## config.mk

```make
export PLATFORM = sky130hd
export DESIGN_NAME = reset_sequencer
export DESIGN_NICKNAME = d
export VERILOG_FILES = /design/src/rtl/rst_seq_pkg.sv /design/src/rtl/bit_sync.sv /design/src/rtl/reset_sequencer.sv
export SDC_FILE = /design/constraint.sdc
export NUM_CORES = 1
export LEC_CHECK = 0
export CAP_MARGIN = 20
export CORE_MARGIN = 2
export CORE_UTILIZATION = 30
export DETAILED_ROUTE_END_ITERATION = 8
export SETUP_SLACK_MARGIN = 0.4
export SLEW_MARGIN = 5
export SYNTH_ARGS = -nofsm -noshare
export SYNTH_HDL_FRONTEND = slang
export SYNTH_SLANG_ARGS = --single-unit
```

## constraint.sdc

```tcl
create_clock -name clk_i -period 2.25 [get_ports clk_i]
set_input_delay 0.45 -clock clk_i [delete_from_list [all_inputs] [get_ports clk_i]]
set_output_delay 0.45 -clock clk_i [all_outputs]
set_load 0.01 [all_outputs]
```

## src/rtl/rst_seq_pkg.sv

```systemverilog
// Shared definitions for the reset sequencer: state encoding, retry counter width
// and a saturating increment helper.
package rst_seq_pkg;

  typedef enum logic [2:0] {
    StHold     = 3'd0,
    StWaitLock = 3'd1,
    StRelease  = 3'd2,
    StGap      = 3'd3,
    StRun      = 3'd4
  } seq_state_e;

  localparam int unsigned RetryW = 8;

  function automatic logic [RetryW-1:0] sat_inc(input logic [RetryW-1:0] v);
    return (v == '1) ? v : v + 1'b1;
  endfunction

endpackage

```

## src/rtl/bit_sync.sv

```systemverilog
// Two-flop synchronizer for a single asynchronous level signal; both flops clear
// on the asynchronous active-high reset.
module bit_sync (
  input  logic clk_i,
  input  logic rst_i,
  input  logic d_i,
  output logic q_o
);

  (* ASYNC_REG = "TRUE" *) logic meta_q;
  (* ASYNC_REG = "TRUE" *) logic sync_q;

  always_ff @(posedge clk_i or posedge rst_i) begin
    if (rst_i) begin
      meta_q <= 1'b0;
      sync_q <= 1'b0;
    end else begin
      meta_q <= d_i;
      sync_q <= meta_q;
    end
  end

  assign q_o = sync_q;

endmodule

```

## src/rtl/reset_sequencer.sv

```systemverilog
// Central reset controller: holds all domains in reset, waits for a stable PLL lock,
// then releases the domains one at a time, re-sequencing on lock loss or software request.
module reset_sequencer
  import rst_seq_pkg::*;
#(
  parameter int unsigned NUM_STAGES   = 4,
  parameter int unsigned HOLD_CYCLES  = 16,
  parameter int unsigned LOCK_STABLE  = 8,
  parameter int unsigned LOCK_TIMEOUT = 1024,
  parameter int unsigned STAGE_GAP    = 8
) (
  input  logic                  clk_i,
  input  logic                  async_rst_i,
  input  logic                  pll_locked_i,
  input  logic                  sw_rst_req_i,
  input  logic [NUM_STAGES-1:0] stage_ready_i,
  output logic [NUM_STAGES-1:0] stage_rst_o,
  output logic                  seq_done_o,
  output logic                  lock_err_o,
  output logic [RetryW-1:0]     retry_cnt_o,
  output logic [2:0]            state_o
);

  localparam int unsigned HoldW   = $clog2(HOLD_CYCLES + 1);
  localparam int unsigned StableW = $clog2(LOCK_STABLE + 1);
  localparam int unsigned WaitW   = $clog2(LOCK_TIMEOUT + 1);
  localparam int unsigned GapW    = $clog2(STAGE_GAP + 1);
  localparam int unsigned IdxW    = (NUM_STAGES > 1) ? $clog2(NUM_STAGES) : 1;

  localparam logic [HoldW-1:0]   HoldLast   = HoldW'(HOLD_CYCLES - 1);
  localparam logic [StableW-1:0] StableLast = StableW'(LOCK_STABLE - 1);
  localparam logic [WaitW-1:0]   WaitLast   = WaitW'(LOCK_TIMEOUT - 1);
  localparam logic [GapW-1:0]    GapLast    = GapW'(STAGE_GAP - 1);
  localparam logic [IdxW-1:0]    IdxLast    = IdxW'(NUM_STAGES - 1);

  logic lock_s;

  seq_state_e             state_q, state_d;
  logic [IdxW-1:0]        idx_q, idx_d;
  logic [HoldW-1:0]       hold_cnt_q, hold_cnt_d;
  logic [StableW-1:0]     stable_cnt_q, stable_cnt_d;
  logic [WaitW-1:0]       wait_cnt_q, wait_cnt_d;
  logic [GapW-1:0]        gap_cnt_q, gap_cnt_d;
  logic [NUM_STAGES-1:0]  stage_rst_q, stage_rst_d;
  logic                   lock_err_q, lock_err_d;
  logic [RetryW-1:0]      retry_q, retry_d;
  logic                   count_retry;

  bit_sync u_lock_sync (
    .clk_i (clk_i),
    .rst_i (async_rst_i),
    .d_i   (pll_locked_i),
    .q_o   (lock_s)
  );

  always_ff @(posedge clk_i or posedge async_rst_i) begin
    if (async_rst_i) begin
      state_q      <= StHold;
      idx_q        <= '0;
      hold_cnt_q   <= '0;
      stable_cnt_q <= '0;
      wait_cnt_q   <= '0;
      gap_cnt_q    <= '0;
      stage_rst_q  <= '1;
      lock_err_q   <= 1'b0;
      retry_q      <= '0;
    end else begin
      state_q      <= state_d;
      idx_q        <= idx_d;
      hold_cnt_q   <= hold_cnt_d;
      stable_cnt_q <= stable_cnt_d;
      wait_cnt_q   <= wait_cnt_d;
      gap_cnt_q    <= gap_cnt_d;
      stage_rst_q  <= stage_rst_d;
      lock_err_q   <= lock_err_d;
      retry_q      <= retry_d;
    end
  end

  always_comb begin
    state_d      = state_q;
    idx_d        = idx_q;
    hold_cnt_d   = hold_cnt_q;
    stable_cnt_d = stable_cnt_q;
    wait_cnt_d   = wait_cnt_q;
    gap_cnt_d    = gap_cnt_q;
    stage_rst_d  = stage_rst_q;
    lock_err_d   = lock_err_q;
    retry_d      = retry_q;
    count_retry  = 1'b0;

    unique case (state_q)
      StHold: begin
        hold_cnt_d = hold_cnt_q + 1'b1;
        if (hold_cnt_q == HoldLast) begin
          state_d = StWaitLock;
        end
      end
      StWaitLock: begin
        wait_cnt_d   = wait_cnt_q + 1'b1;
        stable_cnt_d = lock_s ? stable_cnt_q + 1'b1 : '0;
        if (lock_s && (stable_cnt_q == StableLast)) begin
          state_d = StRelease;
          idx_d   = '0;
        end else if (wait_cnt_q == WaitLast) begin
          state_d     = StHold;
          lock_err_d  = 1'b1;
          count_retry = 1'b1;
        end else if (sw_rst_req_i) begin
          state_d = StHold;
        end
      end
      StRelease: begin
        if (stage_ready_i[idx_q]) begin
          state_d = StGap;
        end
      end
      StGap: begin
        gap_cnt_d = gap_cnt_q + 1'b1;
        if (gap_cnt_q == GapLast) begin
          if (idx_q == IdxLast) begin
            state_d = StRun;
          end else begin
            state_d = StRelease;
            idx_d   = idx_q + 1'b1;
          end
        end
      end
      StRun: begin
        state_d = StRun;
      end
      default: begin
        state_d = StHold;
      end
    endcase

    // Once released, lock loss aborts the sequence and is counted; a concurrent
    // software request is folded into the lock-loss case.
    if (state_q inside {StRelease, StGap, StRun}) begin
      if (!lock_s) begin
        state_d     = StHold;
        count_retry = 1'b1;
      end else if (sw_rst_req_i) begin
        state_d = StHold;
      end
    end

    if (state_d != state_q) begin
      hold_cnt_d   = '0;
      stable_cnt_d = '0;
      wait_cnt_d   = '0;
      gap_cnt_d    = '0;
    end

    if (count_retry) begin
      retry_d = sat_inc(retry_q);
    end

    // Reset outputs are registered alongside the state so they change in the same cycle.
    if (state_d == StHold) begin
      stage_rst_d = '1;
    end else if (state_d == StRelease) begin
      stage_rst_d[idx_d] = 1'b0;
    end
  end

  assign stage_rst_o = stage_rst_q;
  assign seq_done_o  = (state_q == StRun);
  assign lock_err_o  = lock_err_q;
  assign retry_cnt_o = retry_q;
  assign state_o     = state_q;

endmodule

```

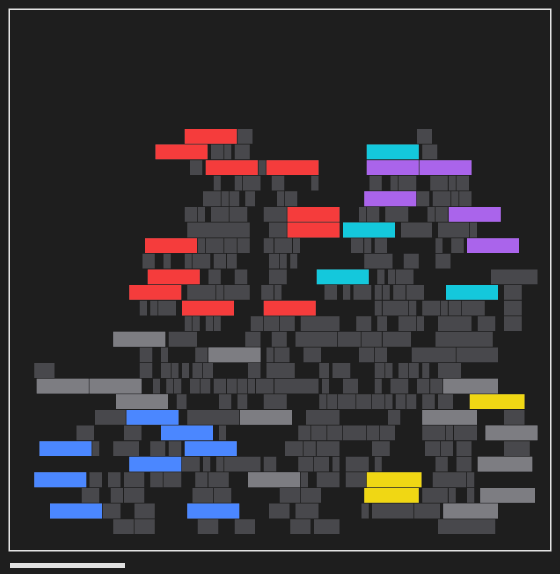
(images/ff_map.png)
Scale bar: 20 µm. Other sequential cells in the stronger gray, the rest of the logic in the fainter gray.
retry_cnt_o -> blue  # placed flops 8, where lower left
gap_cnt_q -> cyan  # placed flops 4
hold_cnt_q -> purple  # placed flops 5
wait_cnt_q -> red  # placed flops 11
state_o -> yellow  # placed flops 3

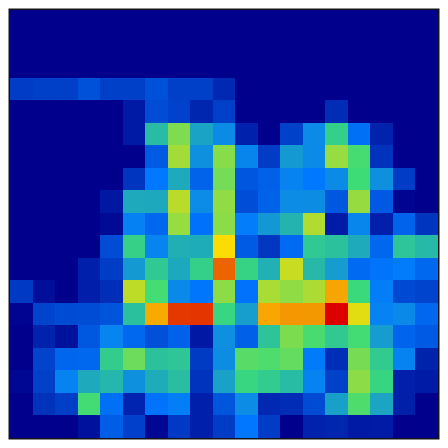
(images/route_heat.png)
19 x 19 tiles, from dark blue (low) to red (high), scaled to the fullest tile. Values are wire area over tile area, all layers added.
emptiest ninth of the die = upper left
fullest tile = 0.45
nearly empty tiles = 37%
densest ninth of the die = center
Total Routing Usage GR: 12.5%
vias post-DR: 1881
DRT Wirelength: 5060 µm

==> flow_summary_export.csv <==
group,metric,value,unit
critical_path,start_kind,"register",
placement,postPlaceCellArea,2900,µm²
logic_synthesis,ys.flops,44,
clocking,cts_setup_buffers,10,
final_timing,slew_headroom,78.1,%
logic_synthesis,yosys_warnings,0,
global_routing,antenna_found_initial,0,
status,outcome,"finished clean",
critical_path,critPathMaxStageDelay,390,ps
logic_synthesis,edf_count,0,
power_and_ir_drop,fin_total_pwr,2280,µW
critical_path,r2r_slack,220,ps
logic_synthesis,yosys-top-cells-area,"dfrtp_1 (41%), nand2_1 (7.2%), xnor2_1 (6.8%)",
logic_synthesis,fp_nets,267,
min_path,worstHoldStart,"u_lock_sync.meta_q",
final_timing,setup_slack,224,ps
critical_path,r2r_start,"state_o[0]",
finish,regMostFlops,"wait_cnt_q",
logic_synthesis,yosys.area.top_type,"dfrtp_1",
die,nWellTaps,102,
critical_path,path_delay_family,"simple AND/OR/NAND/NOR gates",
logic_synthesis,synth.avg_cell_area,9.62,µm²
final_timing,holdWs,353,ps
power_and_ir_drop,p_clk,595,µW
clocking,cts_sinks,44,
finish,final_util,41.5,%
logic_synthesis,ys_cells,253,
global_routing,grt.overflow.total,0,
critical_path,path_buffers,2,
die,rows,32,
job,tool_warnings,29,
logic_synthesis,adder_share,3.08,%
critical_path,cp.required,2430,ps
critical_path,path_cells,"buf_6 > or3b_4 > nor3_4 > o21ai_2 > a31oi_4 > xor2_4 > buf_12 > nor2_1",
global_routing,grt_pass1_vias,1890,
placement,io_buffers,24,
finish,comb_area_share,42.0,%
finish,area_growth,33.1,%
job,cap_violations,0,
power_and_ir_drop,seq_power,954,µW
clocking,tritoncts,"built",
clocking,cts_buffer_depth,2,
clocking,cts_max_level,2,
critical_path,crit_type,"reg -> reg",
logic_synthesis,yosysSeqAreaShare,45.4,%
drt,drtIter0Drc,45,
finish,lay_top_cells,"nand2_1 (44), dfrtp_1 (36), nor2_2 (20), xnor2_1 (19), buf_4 (17)",
finish,seqCellArea,1110,µm²
final_timing,finalHoldViolCount,0,
critical_path,reg2regPathDepth,8,
clocking,ctsRootBufferMaster,"clkbuf_8",
logic_synthesis,aoi_share,7.81,%
power_and_ir_drop,top_power_group,"sequential cells",
final_timing,tightest_slew,329,ps
logic_synthesis,synthTopLogicFamily,"simple AND/OR/NAND/NOR gates",
logic_synthesis,top_cells_by_count,"nand2_1 (47), dfrtp_1 (40), nor2_2 (20)",
power_and_ir_drop,clockPowerShare,26.1,%
power_and_ir_drop,leakagePower,0.00140,µW
die,fp_util,31.2,%
drt,drt-pass1-iter-count,4,
final_timing,finalCriticalPeriod,2030,ps
logic_synthesis,synth_chip_area,2430,µm²
critical_path,crit_end,"wait_cnt_q[3]",
finish,logic_area,1360,µm²
logic_synthesis,syn-cell-area,2430,µm²
finish,lay_top_count,"nand2_1",
drt,met3_wirelength,211,µm
die,io_pins,25,
logic_synthesis,top_cell_area_share,41.1,%
finish,buf_share,15.5,%
power_and_ir_drop,p_comb_share,32.0,%
power_and_ir_drop,p_seq_share,41.9,%
final_timing,finClkSkew,9.82,ps
placement,dp_slack,-94.8,ps
power_and_ir_drop,power.switching,704,µW
drt,dr_wl_met2,2520,µm
logic_synthesis,synth.distinct_cells,50,
finish,layout.cells.non_filler,403,
critical_path,reg2reg_to,"wait_cnt_q[3]",
finish,n_antenna_cell,0,
clocking,holdBufCountCts,0,
finish,largestClassByArea,"combinational gates",
critical_path,startpoint,"state_o[0]",
power_and_ir_drop,p_int,1570,µW
clocking,cts_made_buffers,5,
critical_path,critical_path_depth,8,
clocking,insertion_delay,290,ps
die,fp.dieH,94.1,µm
critical_path,crit_path_end_kind,"register",
min_path,hp-class,"reg -> reg",
finish,nNonClkBuffers,50,
finish,nonClockInverterCount,8,
die,die_w,94.1,µm
finish,largest_register_ff_count,11,
drt,wl_per_cell,12.6,µm
logic_synthesis,ys_sh_mux,1.85,%
drt,top_layer,"met4",
logic_synthesis,synthSimpleGateAreaFrac,28.5,%
power_and_ir_drop,switching_share,30.9,%
placement,place_hpwl,3400,µm
final_timing,tns,0,ps
finish,clk_share,3.32,%
drt,ant_nets,0,
drt,vias_per_cell,4.67,
die,dieArea,8850,µm²
logic_synthesis,synth_cells,253,
logic_synthesis,async_flop_share,100,%
final_timing,rsz0062_at_grt,"yes",
placement,gp_congestion,0.791,
logic_synthesis,most_common_cell,"nand2_1",
finish,flop-count,44,
finish,n_clock_buffer,6,
final_timing,fmax,0.494,GHz
clocking,path_clk_slew,90,ps
power_and_ir_drop,ir_worst_vdd,0.223,mV
power_and_ir_drop,pg_comb,728,µW
finish,drive_gt1_share,30.9,%
min_path,min_path_cells,0,
finish,final_area,3240,µm²
min_path,hold-path-endpoint,"u_lock_sync.q_o",
critical_path,crit_fanout,24,
global_routing,grt_busiest_layer,"met2",
logic_synthesis,xor_area_share,9.40,%
global_routing,grt_use_met2,20.8,%
logic_synthesis,synth_top_flop_cell,"dfrtp_1",
critical_path,worstPathArrival,2200,ps
die,core_area,7810,µm²
final_timing,slew_violations,0,
global_routing,grt_max_degree,45,
